File: config.mk
export PLATFORM = sky130hd
export DESIGN_NAME = if_stage_flat
export DESIGN_NICKNAME = d
export VERILOG_FILES = /design/src/rtl/if_stage_if.sv /design/src/rtl/if_stage.sv /design/src/flat_wrapper.sv
export SDC_FILE = /design/constraint.sdc
export NUM_CORES = 1
export LEC_CHECK = 0
export CAP_MARGIN = 20
export CORE_AREA = 2 2 206 158
export CTS_BUF_LIST = sky130_fd_sc_hd__clkbuf_16
export DETAILED_ROUTE_END_ITERATION = 12
export DIE_AREA = 0 0 208 160
export GPL_TIMING_DRIVEN = 0
export PLACE_DENSITY = 0.79
export SETUP_SLACK_MARGIN = 0.02
export SYNTH_ARGS = -nofsm -noshare
export SYNTH_HDL_FRONTEND = slang
export SYNTH_SLANG_ARGS = --single-unit
File: constraint.sdc
create_clock -name clk -period 7.54 [get_ports clk]
set_input_delay 1.131 -clock clk [delete_from_list [all_inputs] [get_ports clk]]
set_output_delay 1.131 -clock clk [all_outputs]
set_load 0.01 [all_outputs]
File: src/rtl/if_stage_if.sv
// Fetch-stage port bundle: instruction-memory request/response plus decode handshake.
// Latency: n/a (wires only).
// Backpressure: DC_ready stalls the fetch-queue head; mispredict flushes.
//   master: the fetch stage   slave: memory + decode + back end
interface if_stage_if;
  logic        im_en;
  logic [31:0] im_addr;
  logic [31:0] im_rdata;
  logic        IF_valid;
  logic [31:0] IF_out_pc;
  logic [31:0] IF_out_inst;
  logic        IF_out_jump;
  logic        DC_ready;
  logic        mispredict;
  logic [31:0] redirect_pc;

  modport master (
    output im_en, im_addr, IF_valid, IF_out_pc, IF_out_inst, IF_out_jump,
    input  im_rdata, DC_ready, mispredict, redirect_pc
  );

  modport slave (
    input  im_en, im_addr, IF_valid, IF_out_pc, IF_out_inst, IF_out_jump,
    output im_rdata, DC_ready, mispredict, redirect_pc
  );
endinterface

File: src/rtl/if_stage.sv
// Instruction fetch: PC generation, 1-cycle imem access, FQ_DEPTH-entry fetch queue, JAL predicted taken.
// Latency: request at t, enqueue end of t+1, IF_valid at t+2; mispredict gives first redirected entry at t+3.
// Backpressure: DC_ready low holds the head; no request issues once queue + in-flight response fills the queue.
//   Ports: clk, rst (sync, active-high); bus (if_stage_if.master) carrying im_en/im_addr/im_rdata,
//   IF_valid/IF_out_pc/IF_out_inst/IF_out_jump, DC_ready, mispredict/redirect_pc.
module if_stage #(
  parameter logic [31:0] RESET_PC = 32'h0000_0000,
  parameter int          FQ_DEPTH = 4
) (
  input  logic        clk,
  input  logic        rst,
  if_stage_if.master  bus
);
  localparam int AW = $clog2(FQ_DEPTH);

  logic [31:0]         pc;
  logic [31:0]         q_pc   [FQ_DEPTH];
  logic [31:0]         q_inst [FQ_DEPTH];
  logic [FQ_DEPTH-1:0] q_jump;
  logic [AW-1:0]       head, tail;
  logic [AW:0]         count;

  // Tracker for the request issued in the previous cycle.
  logic        rsp_v;
  logic        rsp_kill;
  logic [31:0] rsp_pc;

  logic        rsp_live;
  logic        push;
  logic        pop;
  logic        is_jal;
  logic        issue;
  logic [AW+1:0] occupancy;
  logic [31:0] j_imm;

  assign rsp_live  = rsp_v && !rsp_kill;
  assign push      = rsp_live && !bus.mispredict;
  assign is_jal    = push && (bus.im_rdata[6:0] == 7'b1101111);
  assign pop       = (count != '0) && bus.DC_ready;

  // Reserve a slot for the response still in flight so the queue can never overflow.
  assign occupancy = {1'b0, count} + {{(AW+1){1'b0}}, rsp_live};
  assign issue     = !rst && !bus.mispredict && (occupancy < (AW+2)'(FQ_DEPTH));

  assign j_imm = {{11{bus.im_rdata[31]}}, bus.im_rdata[31], bus.im_rdata[19:12],
                  bus.im_rdata[20], bus.im_rdata[30:21], 1'b0};

  assign bus.im_en       = issue;
  assign bus.im_addr     = pc;
  assign bus.IF_valid    = (count != '0);
  assign bus.IF_out_pc   = q_pc[head];
  assign bus.IF_out_inst = q_inst[head];
  assign bus.IF_out_jump = q_jump[head];

  always_ff @(posedge clk) begin
    if (rst) begin
      pc       <= RESET_PC;
      head     <= '0;
      tail     <= '0;
      count    <= '0;
      rsp_v    <= 1'b0;
      rsp_kill <= 1'b0;
      rsp_pc   <= '0;
      q_jump   <= '0;
      for (int i = 0; i < FQ_DEPTH; i++) begin
        q_pc[i]   <= '0;
        q_inst[i] <= '0;
      end
    end else begin
      // issue is already low under mispredict, so the tracker empties itself.
      rsp_v    <= issue;
      rsp_pc   <= pc;
      // The sequential request issued alongside a JAL response is wrong-path.
      rsp_kill <= is_jal;

      if (bus.mispredict) begin
        pc    <= bus.redirect_pc;
        head  <= '0;
        tail  <= '0;
        count <= '0;
      end else begin
        if (is_jal) begin
          pc <= rsp_pc + j_imm;
        end else if (issue) begin
          pc <= pc + 32'd4;
        end

        if (push) begin
          q_pc[tail]   <= rsp_pc;
          q_inst[tail] <= bus.im_rdata;
          q_jump[tail] <= is_jal;
          tail         <= tail + AW'(1);
        end

        if (pop) begin
          head <= head + AW'(1);
        end

        unique case ({push, pop})
          2'b10:   count <= count + (AW+1)'(1);
          2'b01:   count <= count - (AW+1)'(1);
          default: count <= count;
        endcase
      end
    end
  end
endmodule

File: src/flat_wrapper.sv
// flat-port wrapper written by rule: the top's interface ports become plain ports
module if_stage_flat 
#(
  parameter logic [31:0] RESET_PC = 32'h0000_0000,
  parameter int          FQ_DEPTH = 4
)
  (clk, rst, bus_im_en, bus_im_addr, bus_IF_valid, bus_IF_out_pc, bus_IF_out_inst, bus_IF_out_jump, bus_im_rdata, bus_DC_ready, bus_mispredict, bus_redirect_pc);
  if_stage_if bus_i ();
  input  logic clk;
  input  logic rst;
  output wire logic [$bits(bus_i.im_en)-1:0] bus_im_en;
  output wire logic [$bits(bus_i.im_addr)-1:0] bus_im_addr;
  output wire logic [$bits(bus_i.IF_valid)-1:0] bus_IF_valid;
  output wire logic [$bits(bus_i.IF_out_pc)-1:0] bus_IF_out_pc;
  output wire logic [$bits(bus_i.IF_out_inst)-1:0] bus_IF_out_inst;
  output wire logic [$bits(bus_i.IF_out_jump)-1:0] bus_IF_out_jump;
  input wire logic [$bits(bus_i.im_rdata)-1:0] bus_im_rdata;
  input wire logic [$bits(bus_i.DC_ready)-1:0] bus_DC_ready;
  input wire logic [$bits(bus_i.mispredict)-1:0] bus_mispredict;
  input wire logic [$bits(bus_i.redirect_pc)-1:0] bus_redirect_pc;
  assign bus_im_en = bus_i.im_en;
  assign bus_im_addr = bus_i.im_addr;
  assign bus_IF_valid = bus_i.IF_valid;
  assign bus_IF_out_pc = bus_i.IF_out_pc;
  assign bus_IF_out_inst = bus_i.IF_out_inst;
  assign bus_IF_out_jump = bus_i.IF_out_jump;
  assign bus_i.im_rdata = bus_im_rdata;
  assign bus_i.DC_ready = bus_DC_ready;
  assign bus_i.mispredict = bus_mispredict;
  assign bus_i.redirect_pc = bus_redirect_pc;
  if_stage #(.RESET_PC(RESET_PC), .FQ_DEPTH(FQ_DEPTH)) u_core (.clk(clk), .rst(rst), .bus(bus_i));
endmodule
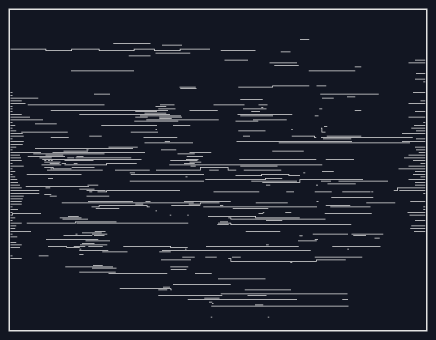
(images/layer_met3.png)
Drawn at 2 px/um.
281 nets have wire on it. The longest straight run is 76.1 um. The wires run mostly horizontal. The layer holds 10% of the routed length. The layer carries 4,570 um of wire.
met3 usage: 6.73%
Via Count: 11,600
Total Routed Length: 44,000 um

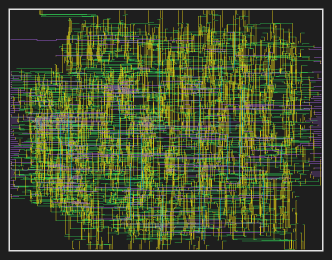
(images/wires.png)
Drawn at 1.5 px/um.
Key: purple = metal 3 [wire length 4,570 um]; green = metal 1 [wire length 19,700 um]; yellow = metal 2 [wire length 19,000 um]; cyan = metal 4 [wire length 739 um]
WL/cell: 22.7 um
total track usage: 26.2%

==> qor.yml <==
outcome:
  outcome: "finished clean"
finish:
  drive_above_1_share_pct: 10.8
  reg_top3: "u_core.q_inst (128), u_core.q_pc (128)"
  inv_count: 23
  regArea_sq_um: 9270
  nFlopsAndLatches: 335
  nets: 1608
worst_setup_path:
  path_buffers: 4
  cp_num_cells: 6
  worstPathArrival_ns: 3.56
  worst_r2r_endpoint: "u_core.bus.im_addr[31]"
  cp_common_cell: "clkbuf_1"
  ff2ff_path_depth: 11
  reg2reg_slack_ns: 4.46
  crit_family: "buffers and inverters"
logic_synthesis:
  synth_chip_area_sq_um: 16300
  syn_area_sq_um: 16300
  synth_seq_share_pct: 56.7
  synth_adder_area_share_pct: 3.00
  yosys-top-cells-count: "edfxtp_1, and2_1, dfxtp_1"
  syn_inst: 1291
  ys_cells: 1291
  xor_share_pct: 2.95
cts:
  cts_buffers: 34
  clock_tree.buffer_depth: 3
sta:
  max_freq_mhz: 213
  grt_setup_unrepaired: "false"
power:
  power-top-group: "sequential cells"
  swShare_pct: 24.1
  p_int_mw: 3.13
route:
  wl_met1_um: 19700
  dr_wl_met2_um: 19000
  vias_per_cell: 5.97
  first_iter_violations: 1083
global_route:
  grt_util_met1_pct: 39.4
  grt_antenna_before_repair: 0
  grt_max_degree: 54
placement:
  portBuffers: 164
job:
  drv_cap: 0
min_path:
  min_from: "u_core.bus.im_addr[0]"
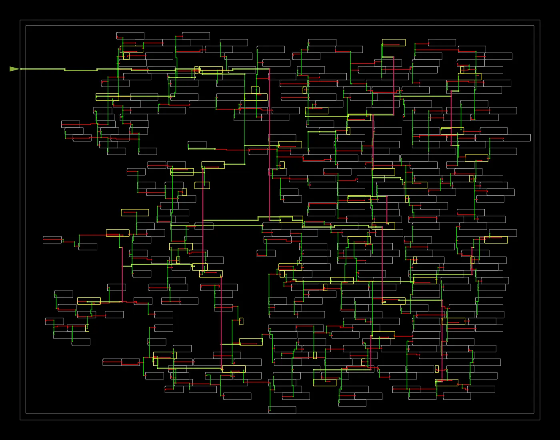
(images/clocks.png)
Clk. pwr: 1.58 mW
clock skew: 0.0242 ns
total clock sinks: 335

Power is estimated from default activity; no workload was simulated.
